<file path="config.mk">
export PLATFORM = sky130hd
export DESIGN_NAME = atpg_pair_sequencer_flat
export DESIGN_NICKNAME = d
export VERILOG_FILES = /design/src/rtl/atpg_pair_sequencer_if.sv /design/src/rtl/atpg_pair_sequencer.sv /design/src/flat_wrapper.sv
export SDC_FILE = /design/constraint.sdc
export NUM_CORES = 1
export LEC_CHECK = 0
export CORE_ASPECT_RATIO = 0.7
export CORE_MARGIN = 10
export CORE_UTILIZATION = 60
export DETAILED_ROUTE_END_ITERATION = 6
export GPL_ROUTABILITY_DRIVEN = 0
export PLACE_DENSITY_LB_ADDON = 0.15
export RECOVER_POWER = 100
export SLEW_MARGIN = 20
export SYNTH_ARGS = -nofsm -noshare
export SYNTH_HDL_FRONTEND = slang
export SYNTH_SLANG_ARGS = --single-unit
export TNS_END_PERCENT = 20
</file>
<file path="constraint.sdc">
create_clock -name clk -period 4.9 [get_ports clk]
set_clock_uncertainty 0.05 [all_clocks]
set_input_delay 1.225 -clock clk [delete_from_list [all_inputs] [get_ports clk]]
set_output_delay 1.225 -clock clk [all_outputs]
set_load 0.01 [all_outputs]
</file>
<file path="src/rtl/atpg_pair_sequencer_if.sv">
// Bus between the ATPG pair sequencer and whatever loads patterns, starts runs
// and provides the device response.
interface atpg_pair_sequencer_if #(
    parameter int IN_W  = 4,
    parameter int OUT_W = 1,
    parameter int DEPTH = 8
);
    localparam int AW = $clog2(DEPTH);

    logic             load_en;
    logic [AW-1:0]    load_addr;
    logic [IN_W-1:0]  load_v1;
    logic [IN_W-1:0]  load_v2;
    logic [OUT_W-1:0] load_exp;
    logic [OUT_W-1:0] load_mask;
    logic [AW:0]      num_patterns;
    logic             start;
    logic             abort;
    logic [IN_W-1:0]  dut_in;
    logic [OUT_W-1:0] dut_out;
    logic             busy;
    logic             done;
    logic             res_valid;
    logic [AW-1:0]    res_idx;
    logic [OUT_W-1:0] res_data;
    logic             res_fail;
    logic [15:0]      fail_count;

    modport master (
        output load_en, load_addr, load_v1, load_v2, load_exp, load_mask,
        output num_patterns, start, abort, dut_out,
        input  dut_in, busy, done, res_valid, res_idx, res_data, res_fail, fail_count
    );

    modport slave (
        input  load_en, load_addr, load_v1, load_v2, load_exp, load_mask,
        input  num_patterns, start, abort, dut_out,
        output dut_in, busy, done, res_valid, res_idx, res_data, res_fail, fail_count
    );
endinterface

</file>
<file path="src/rtl/atpg_pair_sequencer.sv">
// Applies stored two-vector (init/launch) test pairs to a device, captures and
// compares each response, and counts masked mismatches.
module atpg_pair_sequencer #(
    parameter int IN_W   = 4,
    parameter int OUT_W  = 1,
    parameter int DEPTH  = 8,
    parameter int HOLD   = 4,
    parameter int SETTLE = 1
) (
    input logic clk,
    input logic rst,
    atpg_pair_sequencer_if.slave bus
);
    localparam int AW   = $clog2(DEPTH);
    localparam int CMAX = (HOLD > SETTLE) ? HOLD : SETTLE;
    localparam int CW   = $clog2(CMAX + 1);
    localparam logic [CW-1:0] HOLD_END   = CW'(HOLD - 1);
    localparam logic [CW-1:0] SETTLE_END = CW'(SETTLE - 1);
    localparam logic [AW:0]   DEPTH_L    = (AW + 1)'(DEPTH);

    typedef enum logic [2:0] {IDLE, INIT, LAUNCH, CAPTURE, DONE} state_t;

    logic [IN_W-1:0]  v1_mem   [DEPTH];
    logic [IN_W-1:0]  v2_mem   [DEPTH];
    logic [OUT_W-1:0] exp_mem  [DEPTH];
    logic [OUT_W-1:0] mask_mem [DEPTH];

    state_t        state, state_n;
    logic [AW-1:0] idx, idx_n;
    logic [AW-1:0] last_idx, last_n;
    logic [CW-1:0] cnt, cnt_n;
    logic [AW:0]   num_eff;
    logic          cap;
    logic          miss;

    function automatic logic masked_miss(input logic [OUT_W-1:0] resp,
                                         input logic [OUT_W-1:0] expv,
                                         input logic [OUT_W-1:0] mask);
        return |((resp ^ expv) & ~mask);
    endfunction

    function automatic logic [15:0] sat_inc(input logic [15:0] v);
        return (v == 16'hFFFF) ? v : v + 16'd1;
    endfunction

    function automatic logic [IN_W-1:0] drive_vec(input state_t s, input logic [AW-1:0] i);
        case (s)
            INIT:            return v1_mem[i];
            LAUNCH, CAPTURE: return v2_mem[i];
            default:         return '0;
        endcase
    endfunction

    // Pattern memory is deliberately outside reset so patterns survive rst.
    always_ff @(posedge clk) begin
        if (!rst && state == IDLE && bus.load_en) begin
            v1_mem[bus.load_addr]   <= bus.load_v1;
            v2_mem[bus.load_addr]   <= bus.load_v2;
            exp_mem[bus.load_addr]  <= bus.load_exp;
            mask_mem[bus.load_addr] <= bus.load_mask;
        end
    end

    assign num_eff = (bus.num_patterns > DEPTH_L) ? DEPTH_L : bus.num_patterns;
    assign cap     = (state == CAPTURE) && !bus.abort;
    assign miss    = masked_miss(bus.dut_out, exp_mem[idx], mask_mem[idx]);

    always_ff @(posedge clk) begin
        if (rst) begin
            state    <= IDLE;
            idx      <= '0;
            last_idx <= '0;
            cnt      <= '0;
        end else begin
            state    <= state_n;
            idx      <= idx_n;
            last_idx <= last_n;
            cnt      <= cnt_n;
        end
    end

    always_comb begin
        state_n = state;
        idx_n   = idx;
        last_n  = last_idx;
        cnt_n   = cnt;
        case (state)
            IDLE: begin
                if (bus.start) begin
                    idx_n = '0;
                    cnt_n = '0;
                    if (num_eff == '0) begin
                        state_n = DONE;
                    end else begin
                        state_n = INIT;
                        last_n  = AW'(num_eff - 1'b1);
                    end
                end
            end
            INIT: begin
                if (bus.abort) begin
                    state_n = IDLE;
                end else if (cnt == HOLD_END) begin
                    cnt_n   = '0;
                    state_n = LAUNCH;
                end else begin
                    cnt_n = cnt + 1'b1;
                end
            end
            LAUNCH: begin
                if (bus.abort) begin
                    state_n = IDLE;
                end else if (cnt == SETTLE_END) begin
                    cnt_n   = '0;
                    state_n = CAPTURE;
                end else begin
                    cnt_n = cnt + 1'b1;
                end
            end
            CAPTURE: begin
                if (bus.abort) begin
                    state_n = IDLE;
                end else if (idx == last_idx) begin
                    state_n = DONE;
                end else begin
                    idx_n   = idx + 1'b1;
                    state_n = INIT;
                end
            end
            default: state_n = IDLE;
        endcase
    end

    // Outputs are registered from the next state so dut_in lines up with the state
    // it belongs to; done fires the cycle after DONE so it never overlaps the
    // final result pulse.
    always_ff @(posedge clk) begin
        if (rst) begin
            bus.dut_in     <= '0;
            bus.busy       <= 1'b0;
            bus.done       <= 1'b0;
            bus.res_valid  <= 1'b0;
            bus.res_idx    <= '0;
            bus.res_data   <= '0;
            bus.res_fail   <= 1'b0;
            bus.fail_count <= '0;
        end else begin
            bus.dut_in    <= drive_vec(state_n, idx_n);
            bus.busy      <= (state_n == INIT) || (state_n == LAUNCH) || (state_n == CAPTURE);
            bus.done      <= (state == DONE);
            bus.res_valid <= cap;
            bus.res_fail  <= cap && miss;
            if (cap) begin
                bus.res_idx  <= idx;
                bus.res_data <= bus.dut_out;
            end
            if (state == IDLE && bus.start) begin
                bus.fail_count <= '0;
            end else if (cap && miss) begin
                bus.fail_count <= sat_inc(bus.fail_count);
            end
        end
    end
endmodule

</file>
<file path="src/flat_wrapper.sv">
// flat-port wrapper written by rule: the top's interface ports become plain ports
module atpg_pair_sequencer_flat 
#(
    parameter int IN_W   = 4,
    parameter int OUT_W  = 1,
    parameter int DEPTH  = 8,
    parameter int HOLD   = 4,
    parameter int SETTLE = 1
)
  (clk, rst, bus_load_en, bus_load_addr, bus_load_v1, bus_load_v2, bus_load_exp, bus_load_mask, bus_num_patterns, bus_start, bus_abort, bus_dut_out, bus_dut_in, bus_busy, bus_done, bus_res_valid, bus_res_idx, bus_res_data, bus_res_fail, bus_fail_count);
  atpg_pair_sequencer_if #(.IN_W(IN_W), .OUT_W(OUT_W), .DEPTH(DEPTH)) bus_i ();
  input logic clk;
  input logic rst;
  input wire logic [$bits(bus_i.load_en)-1:0] bus_load_en;
  input wire logic [$bits(bus_i.load_addr)-1:0] bus_load_addr;
  input wire logic [$bits(bus_i.load_v1)-1:0] bus_load_v1;
  input wire logic [$bits(bus_i.load_v2)-1:0] bus_load_v2;
  input wire logic [$bits(bus_i.load_exp)-1:0] bus_load_exp;
  input wire logic [$bits(bus_i.load_mask)-1:0] bus_load_mask;
  input wire logic [$bits(bus_i.num_patterns)-1:0] bus_num_patterns;
  input wire logic [$bits(bus_i.start)-1:0] bus_start;
  input wire logic [$bits(bus_i.abort)-1:0] bus_abort;
  input wire logic [$bits(bus_i.dut_out)-1:0] bus_dut_out;
  output wire logic [$bits(bus_i.dut_in)-1:0] bus_dut_in;
  output wire logic [$bits(bus_i.busy)-1:0] bus_busy;
  output wire logic [$bits(bus_i.done)-1:0] bus_done;
  output wire logic [$bits(bus_i.res_valid)-1:0] bus_res_valid;
  output wire logic [$bits(bus_i.res_idx)-1:0] bus_res_idx;
  output wire logic [$bits(bus_i.res_data)-1:0] bus_res_data;
  output wire logic [$bits(bus_i.res_fail)-1:0] bus_res_fail;
  output wire logic [$bits(bus_i.fail_count)-1:0] bus_fail_count;
  assign bus_i.load_en = bus_load_en;
  assign bus_i.load_addr = bus_load_addr;
  assign bus_i.load_v1 = bus_load_v1;
  assign bus_i.load_v2 = bus_load_v2;
  assign bus_i.load_exp = bus_load_exp;
  assign bus_i.load_mask = bus_load_mask;
  assign bus_i.num_patterns = bus_num_patterns;
  assign bus_i.start = bus_start;
  assign bus_i.abort = bus_abort;
  assign bus_i.dut_out = bus_dut_out;
  assign bus_dut_in = bus_i.dut_in;
  assign bus_busy = bus_i.busy;
  assign bus_done = bus_i.done;
  assign bus_res_valid = bus_i.res_valid;
  assign bus_res_idx = bus_i.res_idx;
  assign bus_res_data = bus_i.res_data;
  assign bus_res_fail = bus_i.res_fail;
  assign bus_fail_count = bus_i.fail_count;
  atpg_pair_sequencer #(.IN_W(IN_W), .OUT_W(OUT_W), .DEPTH(DEPTH), .HOLD(HOLD), .SETTLE(SETTLE)) u_core (.clk(clk), .rst(rst), .bus(bus_i));
endmodule
</file>
==> run_1/metal_density.png <==
26 x 20 tiles, from dark blue (low) to red (high), scaled to the fullest tile. Values are wire area over tile area, all layers added.
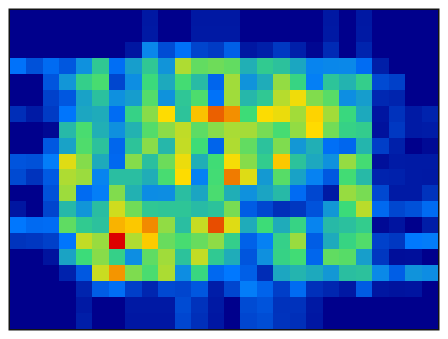
mean over tiles	0.14
nearly empty tiles	22%
densest ninth of the die	middle

==> run_1/placement.png <==
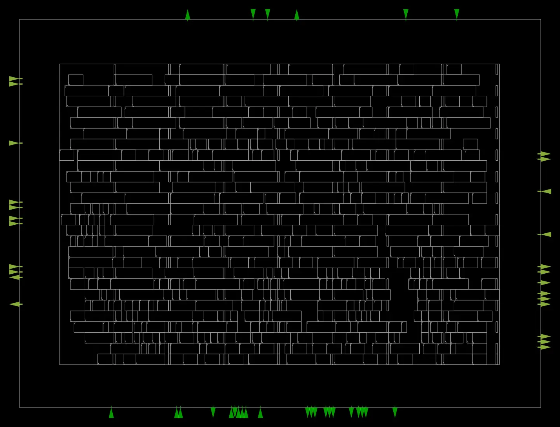
Final Instance Count excl. Fillers: 599
sequential cells: 120
number of standard-cell rows in the floorplan: 28
Seq area share: 50.0%
number of fill cells: 564

==> run_1/clk_routes.png <==
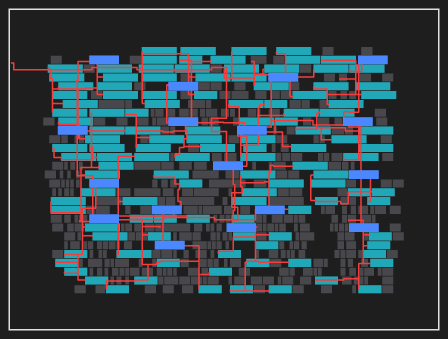
[cyan] flip-flops | count: 120
[blue] clock drivers | count: 17
[red] clock wires | length: 1450 um
flops lie	all over the die
power drawn by the clock network: 1240 uW
fraction of power consumed by the clock network: 51.0%
clock latency of the later-clocked register in the worst-skew pair: 0.42 ns

==> flow_metrics.tcl, run 1 <==
# flow metrics
set metrics [dict create \
    synth_cells 405 \
    yosys-top-cells-area "edfxtp_1, dfxtp_1, mux2i_1" \
    synth.cellmix.compoundShare_pct 7.62 \
    yosys.area.top_type "edfxtp_1" \
    yosys.stat.chipArea_um2 5260 \
    ys_cells 405 \
    count_of_buffers_from_port_buffering 50 \
    worstHoldPathType "reg -> reg" \
    min_period_over_period_pct 79.8 \
    post-cts-setup-buffer-count 0 \
    timing.final.crit_period_ns 3.91 \
    place_ws_ns 0.788 \
    worstMarginPinSlew_ns 1.17 \
    clock-sinks 120 \
    netlist_top_cells_count "edfxtp_1, nor2_1, dfxtp_1" \
    max_cap_violations 0 \
    flop_cell "edfxtp_1" \
    share_of_post_route_cells_with_drive_strength_above_1_pct 12.1 \
    power.leakage_uw 0.00219 \
    route.antenna.remaining_nets 0 \
    grt_pass1_wl_um 18300 \
    timing.fmax_mhz 256 \
    critical_path.startpoint_type "primary input" \
    vias_in_the_first_global_route 3396 \
    sequentialPowerShare_pct 45.1 \
    power.share.combinational_pct 3.9 \
    postSynthNetCount 435 \
    post_synth_fa_ha_maj_area_fraction_pct 1.67 \
    ys.flops 120 \
    timing.critical_path.to_type "flip-flop" \
    fp.coreArea_um2 8480 \
    outcome "finished, final reports clean" \
    drt_iter0_drc 317 \
    count_of_endpoints_failing_setup_in_the_final_report 0 \
    cts.hold.buffers_added 0 \
    finalWirelength_um 11600 \
    cts.clk_slew.worst_paths_ns 0.06 \
    final_cell_mix "edfxtp_1, nor2_1, dlygate4sd3_1" \
    criticalPathCategory "in -> reg" \
    endpoint_required_time_on_the_critical_path_ns 5.15 \
]
[run 1: final cells by class]
class                      instances  area share (%)
inverter                          10           0.586
clock buffer                      19            6.91
clock inverter                    13            2.40
timing repair buffer              61            8.75
tap                              120            2.34
sequential                       120            50.0
multi-input combinational        256            29.0
[run 1: critical path, stage by stage]
cell	delay, ns
dlygate4sd3_1	0.58
and4bb_1	0.52
o31a_1	0.56
nand2_1	0.15
o21a_1	0.18
nor2_1	0.48
a22oi_1	0.19
a32o_1	0.29
[run 1: worst paths after layout]
path | endpoint | start | depth (start not counted)
max | u_core.bus.dut_in[0] | bus_abort | 8
min | u_core.bus.res_idx[1] | u_core.bus.res_idx[1] | 2
max reg2reg | u_core.bus.dut_in[0] | u_core.state[1] | 7
min reg2reg | u_core.bus.res_idx[1] | u_core.bus.res_idx[1] | 2
[run 1: power by group through the flow]
stage | Combinational (uW) | Clock, uW | Sequential, uW
final | 94.9 | 1240 | 1100
after CTS | 98.5 | 1260 | 1100
after global placement | 94.1 | 0 | 1120
after detailed placement | 97.1 | 0 | 1120
after global routing | 102 | 1300 | 1100
after floorplan | 49.0 | 0 | 1120
[run 1: sequential cells by signal, indices dropped and copies added, names as in the netlist, 3 cells and up]
register and flops:
u_core.v1_mem 32, u_core.v2_mem 32, u_core.bus.fail_count 16, u_core.exp_mem 8
u_core.mask_mem 8, u_core.bus.dut_in 4, u_core.bus.res_idx 3, u_core.cnt 3
u_core.idx 3, u_core.last_idx 3, u_core.state 3
[run 1: stage by stage]
step / cell area, um2 / power, uW / utilization (%) / cells
2_1_floorplan: 5260 / 1170 / - / 405
3_3_place_gp: 5840 / 1210 / 68.9 / 567
3_5_place_dp: 5840 / 1220 / 68.9 / 567
4_1_cts: 6440 / 2460 / 76.0 / 599
5_1_grt: 6410 / 2500 / 75.6 / 599
6_report: 6410 / 2440 / 75.6 / 599
[run 1: logic make-up (layout without fill, tap and decap cells)]
family,Yosys count,in the layout
xor gates and xnor gates,18,18
AOI/OAI and AO/OA,55,55
adders and majority gates,7,7
DFF,120,120
buffers and inverters,29,103
and+or+nand+nor,130,130
muxes,46,46
[run 1: layer usage]
metal	vias to the layer above	part of all wire [%]	global-route usage, %
li1	1631	-	-
met1	1712	45	23.1
met2	133	47	27.5
met3	23	6.0	4.55
met4	0	1.4	8.18
met5	-	0	0
==> run_1/sizes.png <==
Bar = 50 um.
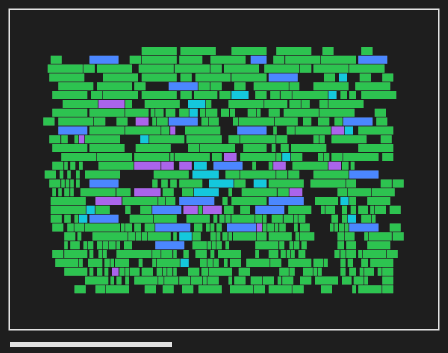

## Run 2: what changed since run 1
--- a/config.mk
+++ b/config.mk
@@ -7,7 +7,7 @@
 export LEC_CHECK = 0
 export CORE_ASPECT_RATIO = 0.7
 export CORE_MARGIN = 10
-export CORE_UTILIZATION = 60
+export CORE_UTILIZATION = 57
 export DETAILED_ROUTE_END_ITERATION = 6
 export GPL_ROUTABILITY_DRIVEN = 0
 export PLACE_DENSITY_LB_ADDON = 0.15
==> constraint.sdc (replaced) <==
create_clock -name clk -period 4 [get_ports clk]
set_clock_uncertainty 0.05 [all_clocks]
set_input_delay 1 -clock clk [delete_from_list [all_inputs] [get_ports clk]]
set_output_delay 1 -clock clk [all_outputs]
set_load 0.01 [all_outputs]
==> run_2/sizes.png <==
Bar = 50 um.
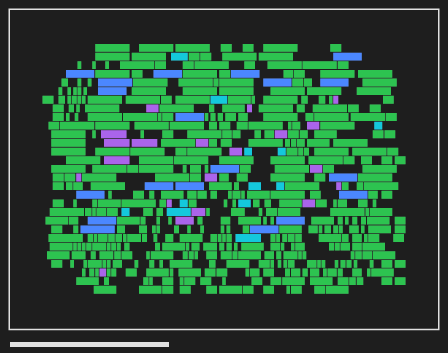
color	size	cells	share
purple	_2 cells	20	4.1%
cyan	_3 and _4 cells	12	2.5%
green	_0 and _1 cells	435	90%
blue	_6 and larger	19	3.9%

==> run_2/metal_density.png <==
27 x 20 tiles, from dark blue (low) to red (high), scaled to the fullest tile. Values are wire area over tile area, all layers added.
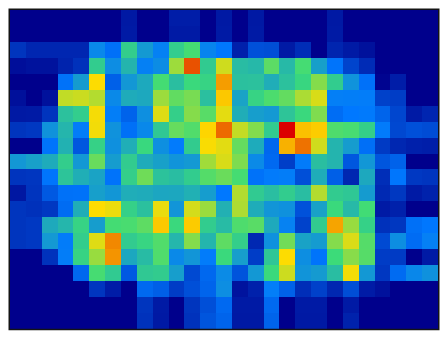
densest ninth of the die	middle
tiles over half the peak	17%
fullest tile	0.51
emptiest ninth of the die	top right
mean over tiles	0.14

==> run_2/placement.png <==
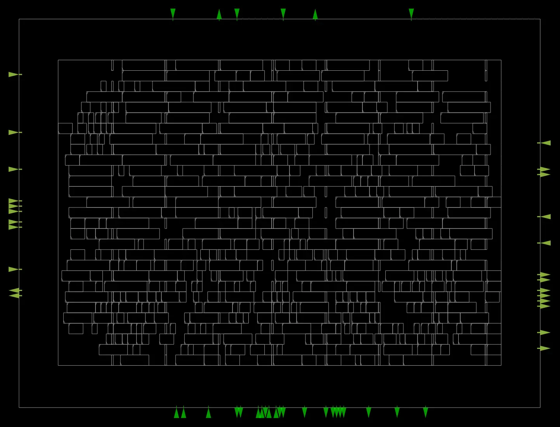
Post-Route Utilization: 70.4%
n_taps: 124
Final Instance Count excl. Fillers: 610
number of fill cells: 639
area of the core: 9030 um2

==> flow_metrics.tcl, run 2 <==
# flow metrics
set metrics [dict create \
    cts.clk_slew.worst_paths_ns 0.05 \
    power.leakage_uw 0.00219 \
    setup_repair_after_global_routing_missed_its_margin "false" \
    synth.cell_area_um2 5260 \
    post-cts-setup-buffer-count 0 \
    yosys.area.top_type "edfxtp_1" \
    dpl-instance-area_um2 5900 \
    vias_in_the_first_global_route 3514 \
    track_usage_pct 18.2 \
    top_regs "u_core.v1_mem x32, u_core.v2_mem x32, u_core.bus.fail_count x16" \
    timing.final.crit_period_ns 3.62 \
    synth_sequential_area_ratio_pct 61.0 \
    power.share.combinational_pct 3.9 \
    place_ws_ns 0.294 \
    post_cts_resized 0 \
    power.ir.vdd_worst_mv 0.474 \
    area.growth.synth_to_final_pct 21.1 \
    overflow 0 \
    synth_cells 405 \
    met1_wire_length_um 5310 \
    critical_path_peak_fanout 9 \
    ys_cells 405 \
    final_cell_mix "edfxtp_1, nor2_1, dlygate4sd3_1" \
    clk_path_buf_depth 2 \
    std_cell_rows 29 \
    finalWirelength_um 11600 \
    final_cell_area_um2 6360 \
    yosys-top-cells-area "edfxtp_1, dfxtp_1, mux2i_1" \
    share_of_post_route_cells_with_drive_strength_above_1_pct 10.5 \
    hold_violations 0 \
    die-width_um 135 \
    maxUsedRoutingLayer "met4" \
    worst-endpoint-arrival_ns 3.92 \
    via_count 3463 \
    synth-edff-count 80 \
    netSwitchingFraction_pct 20.3 \
    slowest_delay_ns 0.56 \
    criticalPathCategory "in -> reg" \
    timing.fmax_mhz 276 \
    wl_met3_um 716 \
    min_period_over_period_pct 90.6 \
    drt_pre_antenna_iters 4 \
    max_cap_violations 0 \
    synth_cell_types 54 \
    tool_warnings 28 \
    drt_drc_violations_left 0 \
    sequentialPowerShare_pct 47.1 \
    netlist_top_cells_count "edfxtp_1, nor2_1, dfxtp_1" \
    count_of_endpoints_failing_setup_in_the_final_report 0 \
    viasPerCell 5.68 \
    clock-sinks 120 \
    timing.critical_path.to_type "flip-flop" \
    crit_path_cell_trace "dlygate4sd3_1 > and4bb_1 > o31a_1 > clkbuf_1 > o21ai_1 > and2_1 > a221oi_1 > a32o_1" \
    top_level_ports 51 \
    outcome "finished, final reports clean" \
    most_common_cell "edfxtp_1" \
    root_buffer "clkbuf_16" \
    tns_ns 0 \
    worstMarginPinSlew_ns 1.01 \
    cts.hold.buffers_added 0 \
    yosys.stat.chipArea_um2 5260 \
    power_density_nw_per_um2 450 \
    synthesis.yosys.warnings 0 \
    critical_path.startpoint_type "primary input" \
    fp_util_pct 58.2 \
    grt_pass1_wl_um 18900 \
    switchingPower_uw 581 \
    drt_iter0_drc 275 \
    ys.flops 120 \
    final-max-slew-violation-count 0 \
    diodes_inserted 0 \
    postSynthNetCount 435 \
    clockPowerShare_pct 49.0 \
    route.antenna.remaining_nets 0 \
    slew-limit-headroom_pct 32.5 \
    flop_cell "edfxtp_1" \
    met2_wirelength_um 5490 \
    netlist.area_leader.share_pct 45.7 \
    critPathSlowestCell "dlygate4sd3_1" \
    cts-buffers-inserted 17 \
    nNetsFinal 503 \
    worstHoldPathType "reg -> reg" \
    cts.htree.levels 4 \
    fin_ws_ns 0.376 \
    endpoint_required_time_on_the_critical_path_ns 4.30 \
    count_of_buffers_from_port_buffering 50 \
    mapped_avg_cell_area_um2 13.0 \
    clock_insertion_delay_worst_skew_ns 0.41 \
]
run 2: final cells by class:
cell class,instances,area [um2],area share [%]
clock buffer,19,433,6.80
multi-input combinational,256,1840,28.9
timing repair buffer,68,587,9.22
clock inverter,13,111,1.75
inverter,10,37.5,0.590
sequential,120,3200,50.3
tap,124,155,2.44
run 2: worst paths after layout:
path	startpoint	endpoint	slack [ns]	cells after the start
setup reg to reg	u_core.idx[0]	u_core.bus.dut_in[0]	0.78	8
setup / recovery	bus_abort	u_core.bus.dut_in[1]	0.38	8
hold / removal	u_core.bus.res_data	u_core.bus.res_data	0.40	2
hold reg to reg	u_core.bus.res_data	u_core.bus.res_data	0.40	2
run 2: per-layer routing:
metal / vias up / global-route usage [%]
met5: - / 0
met3: 14 / 6.44
met1: 1705 / 23.8
met2: 97 / 28.0
met4: 0 / 4.75
li1: 1647 / -
run 2: worst max-delay path: cells and delay by family:
| family | cells | cell delay, ns |
|---|---|---|
| AOI/OAI and AO/OA | 4 | 1.17 |
| buffers and inverters | 2 | 0.95 |
| and+or+nand+nor | 2 | 0.79 |
run 2: kinds of logic (layout without fill, tap and decap cells):
group,after synthesis,in the layout,synth area share [%]
and+or+nand+nor,130,130,12.8
adders and majority gates,7,7,1.67
DFF,120,120,61.0
AOI/OAI and AO/OA,55,55,7.62
muxes,46,46,10.3
xor gates and xnor gates,18,18,3.14
buffers and inverters,29,110,3.48
run 2: power groups by stage:
stage,combinational [uW],sequential (uW),clock (uW)
2_1_floorplan,60.0,1370,0
3_3_place_gp,117,1370,0
3_5_place_dp,120,1370,0
4_1_cts,122,1350,1420
5_1_grt,125,1350,1480
6_report,113,1350,1400
run 2: per-stage QoR:
stage	power [uW]	instances	hold slack [ns]
after detailed placement	1490	578	0.398
final	2860	610	0.398
after CTS	2890	610	0.405
after floorplan	1430	405	0.415
after global routing	2960	610	0.437
after global placement	1490	578	0.398
No activity file was given, so power comes from the tool's default toggle rates.
